File: src/rtl/msix_irq_agg_pkg.sv
// Shared types and helpers for the MSI-X interrupt aggregator.
// MSIX_IRQ_AGG_THROTTLE_EN (in the top) enables the GAP/throttle state.
package msix_irq_agg_pkg;

    localparam int MSIX_VEC_W = 16;
    localparam int COALESCE_W = 16;

    typedef enum logic {
        ARB = 1'b0,
        GAP = 1'b1
    } agg_state_e;

    function automatic logic [COALESCE_W-1:0] sat_add(input logic [COALESCE_W-1:0] a,
                                                      input logic [COALESCE_W-1:0] b);
        logic [COALESCE_W:0] s;
        s = {1'b0, a} + {1'b0, b};
        return s[COALESCE_W] ? '1 : s[COALESCE_W-1:0];
    endfunction

endpackage

File: src/rtl/msix_irq_agg_if.sv
// Request port toward the AXI-S Tx MSI-X bridge: one-cycle strobe plus vector number,
// with a level ready coming back from the bridge.
interface msix_irq_agg_if;
    import msix_irq_agg_pkg::*;

    logic                  msix_strb;
    logic [MSIX_VEC_W-1:0] msix_num;
    logic                  msix_ready;

    modport master (output msix_strb, output msix_num, input  msix_ready);
    modport slave  (input  msix_strb, input  msix_num, output msix_ready);

endinterface

File: src/rtl/msix_irq_agg_rr_arb.sv
// Round-robin picker: first set request at or after ptr, wrapping NUM_SRC-1 -> 0.
module msix_rr_arb #(
    parameter  int NUM_SRC = 8,
    localparam int IDX_W   = (NUM_SRC > 1) ? $clog2(NUM_SRC) : 1
) (
    input  logic [NUM_SRC-1:0] req,
    input  logic [IDX_W-1:0]   ptr,
    output logic [NUM_SRC-1:0] grant,
    output logic [IDX_W-1:0]   idx,
    output logic               any
);

    always_comb begin
        int j;
        j     = 0;
        grant = '0;
        idx   = '0;
        any   = 1'b0;
        for (int k = 0; k < NUM_SRC; k++) begin
            j = int'(ptr) + k;
            if (j >= NUM_SRC) j = j - NUM_SRC;
            if (!any && req[j]) begin
                any      = 1'b1;
                idx      = IDX_W'(j);
                grant[j] = 1'b1;
            end
        end
    end

endmodule

File: src/rtl/msix_irq_aggregator.sv
// Latches per-source interrupt events as MSI-X pending bits and issues them round-robin
// to the Tx MSI-X bridge. Define MSIX_IRQ_AGG_THROTTLE_EN to enforce THROTTLE_CYCLES spacing.
module msix_irq_aggregator
    import msix_irq_agg_pkg::*;
#(
    parameter int                    NUM_SRC         = 8,
    parameter logic [MSIX_VEC_W-1:0] VEC_BASE        = '0,
    parameter int                    THROTTLE_CYCLES = 16
) (
    input  logic                  clk,
    input  logic                  rst_n,
    input  logic [NUM_SRC-1:0]    irq_req,
    input  logic [NUM_SRC-1:0]    irq_mask,
    output logic [NUM_SRC-1:0]    irq_pending,
    output logic [COALESCE_W-1:0] coalesce_cnt,
    input  logic                  coalesce_clr,
    msix_irq_agg_if.master        bus
);

    localparam int IDX_W = (NUM_SRC > 1) ? $clog2(NUM_SRC) : 1;

    if (NUM_SRC < 1 || NUM_SRC > 64 || THROTTLE_CYCLES < 1) begin : g_bad_cfg
        $error("msix_irq_aggregator: NUM_SRC must be 1..64 and THROTTLE_CYCLES >= 1");
    end

    logic [NUM_SRC-1:0]    pending, eligible, grant, clr_vec, merged;
    logic [IDX_W-1:0]      rr_ptr, win_idx;
    logic                  win_any, can_issue, issue;
    logic [COALESCE_W-1:0] merge_cnt, cnt;
    logic                  strb_q;
    logic [MSIX_VEC_W-1:0] num_q;

    assign eligible = pending & ~irq_mask;

    msix_rr_arb #(.NUM_SRC(NUM_SRC)) u_arb (
        .req   (eligible),
        .ptr   (rr_ptr),
        .grant (grant),
        .idx   (win_idx),
        .any   (win_any)
    );

    assign issue   = can_issue && bus.msix_ready && win_any;
    assign clr_vec = issue ? grant : '0;
    // A re-request in the issue cycle re-arms the bit and is not a merge.
    assign merged  = irq_req & pending & ~clr_vec;

    always_comb begin
        merge_cnt = '0;
        for (int i = 0; i < NUM_SRC; i++)
            merge_cnt = merge_cnt + COALESCE_W'(merged[i]);
    end

    always_ff @(posedge clk or negedge rst_n) begin
        if (!rst_n) begin
            pending <= '0;
            cnt     <= '0;
            rr_ptr  <= '0;
            strb_q  <= 1'b0;
            num_q   <= '0;
        end else begin
            pending <= (pending & ~clr_vec) | irq_req;
            cnt     <= coalesce_clr ? '0 : sat_add(cnt, merge_cnt);
            strb_q  <= issue;
            if (issue) begin
                num_q  <= VEC_BASE + MSIX_VEC_W'(win_idx);
                rr_ptr <= (win_idx == IDX_W'(NUM_SRC - 1)) ? '0 : win_idx + IDX_W'(1);
            end
        end
    end

`ifdef MSIX_IRQ_AGG_THROTTLE_EN
    localparam int TCNT_W = $clog2(THROTTLE_CYCLES + 1);

    agg_state_e        state, state_nxt;
    logic [TCNT_W-1:0] tcnt, tcnt_nxt;

    always_ff @(posedge clk or negedge rst_n) begin
        if (!rst_n) begin
            state <= ARB;
            tcnt  <= '0;
        end else begin
            state <= state_nxt;
            tcnt  <= tcnt_nxt;
        end
    end

    assign can_issue = (state == ARB);

    // GAP lasts THROTTLE_CYCLES-1 clocks so issues land exactly THROTTLE_CYCLES apart.
    always_comb begin
        state_nxt = state;
        tcnt_nxt  = tcnt;
        case (state)
            ARB: if (issue && THROTTLE_CYCLES > 1) begin
                state_nxt = GAP;
                tcnt_nxt  = TCNT_W'(THROTTLE_CYCLES - 1);
            end
            GAP: begin
                tcnt_nxt = tcnt - TCNT_W'(1);
                if (tcnt <= TCNT_W'(1)) state_nxt = ARB;
            end
            default: state_nxt = ARB;
        endcase
    end
`else
    assign can_issue = 1'b1;
`endif

    assign irq_pending   = pending;
    assign coalesce_cnt  = cnt;
    assign bus.msix_strb = strb_q;
    assign bus.msix_num  = num_q;

endmodule

File: src/flat_wrapper.sv
// flat-port wrapper written by rule: the top's interface ports become plain ports
module msix_irq_aggregator_flat import msix_irq_agg_pkg::*;
#(
    parameter int                    NUM_SRC         = 8,
    parameter logic [MSIX_VEC_W-1:0] VEC_BASE        = '0,
    parameter int                    THROTTLE_CYCLES = 16
)
  (clk, rst_n, irq_req, irq_mask, irq_pending, coalesce_cnt, coalesce_clr, bus_msix_strb, bus_msix_num, bus_msix_ready);
  msix_irq_agg_if bus_i ();
  input  logic clk;
  input  logic rst_n;
  input  logic [NUM_SRC-1:0] irq_req;
  input  logic [NUM_SRC-1:0] irq_mask;
  output logic [NUM_SRC-1:0] irq_pending;
  output logic [COALESCE_W-1:0] coalesce_cnt;
  input  logic coalesce_clr;
  output wire logic [$bits(bus_i.msix_strb)-1:0] bus_msix_strb;
  output wire logic [$bits(bus_i.msix_num)-1:0] bus_msix_num;
  input wire logic [$bits(bus_i.msix_ready)-1:0] bus_msix_ready;
  assign bus_msix_strb = bus_i.msix_strb;
  assign bus_msix_num = bus_i.msix_num;
  assign bus_i.msix_ready = bus_msix_ready;
  msix_irq_aggregator #(.NUM_SRC(NUM_SRC), .VEC_BASE(VEC_BASE), .THROTTLE_CYCLES(THROTTLE_CYCLES)) u_core (.clk(clk), .rst_n(rst_n), .irq_req(irq_req), .irq_mask(irq_mask), .irq_pending(irq_pending), .coalesce_cnt(coalesce_cnt), .coalesce_clr(coalesce_clr), .bus(bus_i));
endmodule
File: config.mk
export PLATFORM = sky130hd
export DESIGN_NAME = msix_irq_aggregator_flat
export DESIGN_NICKNAME = d
export VERILOG_FILES = /design/src/rtl/msix_irq_agg_pkg.sv /design/src/rtl/msix_irq_agg_if.sv /design/src/rtl/msix_irq_agg_rr_arb.sv /design/src/rtl/msix_irq_aggregator.sv /design/src/flat_wrapper.sv
export SDC_FILE = /design/constraint.sdc
export NUM_CORES = 1
export LEC_CHECK = 0
export ABC_AREA = 0
export CORE_ASPECT_RATIO = 1.2
export CORE_UTILIZATION = 55
export DETAILED_ROUTE_END_ITERATION = 6
export PLACE_DENSITY = 0.82
export SYNTH_ARGS = -nofsm -noshare
export SYNTH_HDL_FRONTEND = slang
export SYNTH_SLANG_ARGS = --single-unit
File: constraint.sdc
create_clock -name clk -period 9 [get_ports clk]
set_input_delay 2.25 -clock clk [delete_from_list [all_inputs] [get_ports clk]]
set_output_delay 2.25 -clock clk [all_outputs]
set_load 0.01 [all_outputs]
**Zoomed window**

Window x 42 to 72, y 8 to 38 microns. Cells in gray, sequential cells in the stronger gray; small squares are vias.
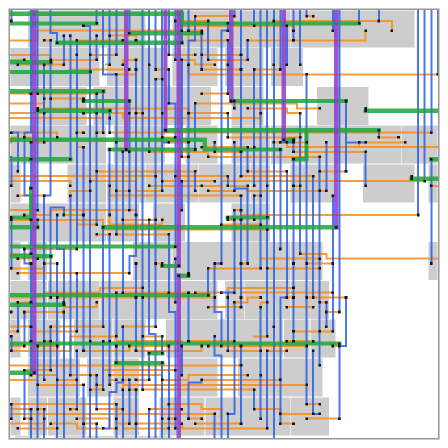
Green shows M3. Blue shows M2. Purple shows M4. Orange shows M1.
Sequential cells in the window: 0. 58 logic cells have their middle in the window. Most frequent: mux4_2 (8), mux2i_1 (6), buf_4 (6).

**Sequential cells grouped by signal name**

Scale bar: 20 microns. Other sequential cells in the stronger gray, the rest of the logic in the fainter gray.
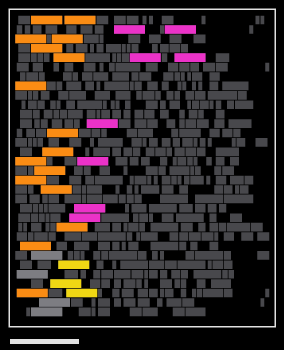
Magenta shows u_core.irq_pending, flops 8. Orange shows u_core.coalesce_cnt, flops 16. Yellow shows u_core.rr_ptr, flops 3.
Another 4 sequential cells are not colored.
sequential cell area share: 17.32%
final core utilization: 69.90%

==> design notes <==
Per the OpenROAD floorplan log, the area of the core is 6406 sq um. Grouping non-sequential cells by family puts the most area in simple AND/OR/NAND/NOR gates. The run gives 0 as the number of setup violations in the final report.

For reference, full adder, half adder and majority cells occupy 8.559% of the area reported after synthesis. According to the timing report, the critical path is captured at u_core.coalesce_cnt[6]. The synthesis report names the predominant flop master as sky130_fd_sc_hd__dfrtp_1. The critical path maximum fanout is 8. The cell sitting at the root of the clock tree is a sky130_fd_sc_hd__clkbuf_8. The CTS log lists the clock sinks for this run as 31. The number of max-cap violations is 0, and the area reported by Yosys stat is 3655 sq um.

The area enclosed by the die boundary came out at 6976 sq um. Worst min-delay path startpoint: u_core.bus.msix_num[2]. For reference, the final report shows the max-slew violation count at 0.

The run gives 0 as the number of antenna repair diodes. The launch point of the critical path was reported as irq_mask[7]. Worst hold path endpoint: u_core.bus.msix_num[2].

The run gives 31 for the number of flip-flops and latches in the synthesized netlist. In the layout the commonest cells are sky130_fd_sc_hd__clkdlybuf4s50_1 (47), sky130_fd_sc_hd__buf_4 (39), sky130_fd_sc_hd__dfrtp_1 (31), sky130_fd_sc_hd__nand2_1 (27), sky130_fd_sc_hd__nor2_1 (23). The top cell type's share of synthesized area came out at 21.23%. The flow ran to the end, and the final reports show no timing, DRC or antenna violations. No sink is reached through more buffers than the 2 on the longest clock path. Per the GRT congestion report, total overflow comes to 0. In this run the tools logged warnings totalling 33. Summing the areas of all xor and xnor instances in the mapped netlist gives 4.451% of the synthesized area.

The STA report counts the stages on the worst setup path as 23. The post-synthesis cell type count is 84, and the placed wire-length estimate after detailed placement is 8851 microns. Routability congestion estimate from global placement: 1.032. The class of the most critical hold timing path is reg2reg. The die boundary height was 91.30 microns.

The commonest cells after synthesis are sky130_fd_sc_hd__dfrtp_1 (31), sky130_fd_sc_hd__nand2_1 (27), sky130_fd_sc_hd__a21oi_1 (23), sky130_fd_sc_hd__nor2_1 (23), sky130_fd_sc_hd__ha_1 (17). After layout, the worst setup slack is 0.2103 ns. Counting endpoints that fail hold in the final report gives 0.

The endpoint identified for the worst register-to-register timing path is u_core.coalesce_cnt[6]. The average cell area after synthesis is 9.183 sq um. The startpoint-to-endpoint class of the critical path is in2reg.

Depth of the worst hold-timing path: 1. The library cell used most frequently in the layout, excluding fill and tap cells, is sky130_fd_sc_hd__clkdlybuf4s50_1. Insertion delay at the late pin of the worst-skew pair: 0.28 ns.

Per the TritonCTS log, the buffer count is 5. 61 I/O pins were placed. The total of buffers placed on input and output ports was 47; the synthesis-to-finish area growth was 22.53%. The mean routed wirelength per cell was 20.75 microns.

The largest single stage delay on the critical path is 0.53 ns. Synthesis produced a netlist whose cell count is 398. With the post-route clock period utilization at 97.66%, the worst clock skew is 0.005022 ns.

The first global-routing pass estimated 18790 microns of wire. Among the stages of the critical path, the cell type that occurs most often is sky130_fd_sc_hd__fa_1. The worst setup path is captured at a flop. After the first detailed-routing iteration, the DRC count stood at 497.

Per the post-run analysis, buffers plus inverters along the critical path come to 3. Setup slack on the worst path after placement came out at -0.02837 ns. Measured along the x axis, the die boundary spans 76.42 microns. In the final layout, the share of cells above drive strength 1 is 19.19%. Listed in order, past its start point the critical path passes clkdlybuf4s50_1 > nor2b_1 > mux2_4 > mux4_2 > nand4b_4 > nor3b_4 > nand3_1 > a31oi_2 > nor2_1 > ha_1 > inv_1 > fa_1 > fa_1 > fa_1 > fa_1 > fa_1 > nor2b_1 > o21a_1 > o21ai_1 > or2_2 > or3_1 > buf_4 > a21oi_1. Once the floorplan was initialized, standard cells occupied 57.05% of the core. For the number of design rule violations left after detail routing, the log shows 0.

Global routing consumed, over all layers together, 34.55% of the routing resources. After synthesis the cells add up to 3655 sq um. Entering global routing, the biggest net connects 32 pins. The routed via count divided by cell count is 6.542. Yosys attributes the largest share of cell area to sky130_fd_sc_hd__dfrtp_1 (21%), sky130_fd_sc_hd__mux4_2 (8.0%), sky130_fd_sc_hd__ha_1 (5.8%). The required time at the worst endpoint is listed as 9.19 ns. The kind of cell adding the most delay to the critical path is adder cells.

With the tightest slew margin relative to the limit at 44.69%, the share of synthesized cell area in and, or, nand and nor gates is 21.57%. The number of flops mapped to enable cells by yosys is 0.

The reg-to-reg startpoint was u_core.rr_ptr[1]. Across all register-to-register paths, the minimum setup slack is 1.27 ns. The library cell with the largest summed area after synthesis was sky130_fd_sc_hd__dfrtp_1. The transition time recorded at the tightest slew-check pin is 0.8246 ns. The synthesized netlist was found by Yosys to have 398 cells. STA classifies the critical path startpoint as a primary input. The number of nets with antenna violations after routing is 0, and the register clock-pin slew on the reported worst setup and hold paths is 0.06 ns. Final net count: 511. The tools report the number of antenna violations at the first check in global routing as 0. Summed over all failing endpoints, the final setup total negative slack is 0 ns.

Buffers inserted to repair hold after CTS numbered 0. The maximum clock frequency is 113.8 MHz, and the multiplexer share of the synthesized area is 14.96%. After synthesis, flip-flops and latches occupy 21.23% of the total area. The tools report the via count of the first global-routing pass as 3575. The fraction of registers with async set/reset was 100.0%.

Summing over every cut layer, the via total after detailed routing is 3624. After layout, the minimum clock period comes to 8.790 ns. Number of cell rows: 32.

TritonCTS built the clock tree. The routed design has 11490 microns of wire. For the data arrival time of the critical path, the log shows 8.98 ns. The most common cell in the synthesized netlist is sky130_fd_sc_hd__dfrtp_1.

In this run, the synthesized area fraction spent on AND-OR/OR-AND gates is recorded as 21.02%. The H-tree was split into 2 levels. With the count of TritonRoute iterations in the first routing pass at 5, the total of warnings raised by yosys is 0.
-- sequential cells by signal, indices dropped and copies added, names as in the netlist --
register	cells
u_core.coalesce_cnt	16
u_core.irq_pending	8
u_core.bus.msix_num	3
u_core.rr_ptr	3
u_core.bus.msix_strb	1
-- final cells by class --
cell class                      instances  area [sq um]
Inverter                               19         76.32
Sequential cell                        31         775.7
Clock buffer                            6         82.58
Clock inverter                          1         5.005
Multi-Input combinational cell        326          2669
Timing Repair Buffer                   86         763.2
Fill cell                             515          1928
Tap cell                               85         106.4
-- through the flow --
stage	hold WS (ns)	cells	cell area [sq um]
global route	0.5295	554	4478
CTS	0.4880	551	4414
finish	0.4838	554	4478
floorplan	0.5288	410	3700
detailed placement	0.4740	544	4327
global placement	0.4671	544	4327
-- metal layers --
| layer | part of all wire (%) | global-route usage, % | wire, microns |
|---|---|---|---|
| met1 | 37 | 41.66 | 4196 |
| met2 | 50 | 59.68 | 5724 |
| met3 | 9.1 | 6.231 | 1043 |
| met4 | 4.6 | 15.54 | 529 |
| met5 | 0 | 0 | 0 |
-- kinds of logic after synthesis --
logic type      Yosys count
fa+ha+maj                22
flops                    31
mux                      36
xor+xnor                 16
other cells               1
buf+inv                  53
simple gates            135
compound gates          104
-- timing repair --
item	CTS	global route
endpoints found under the setup margin	0	15
resized	0	8
setup buffers	0	3
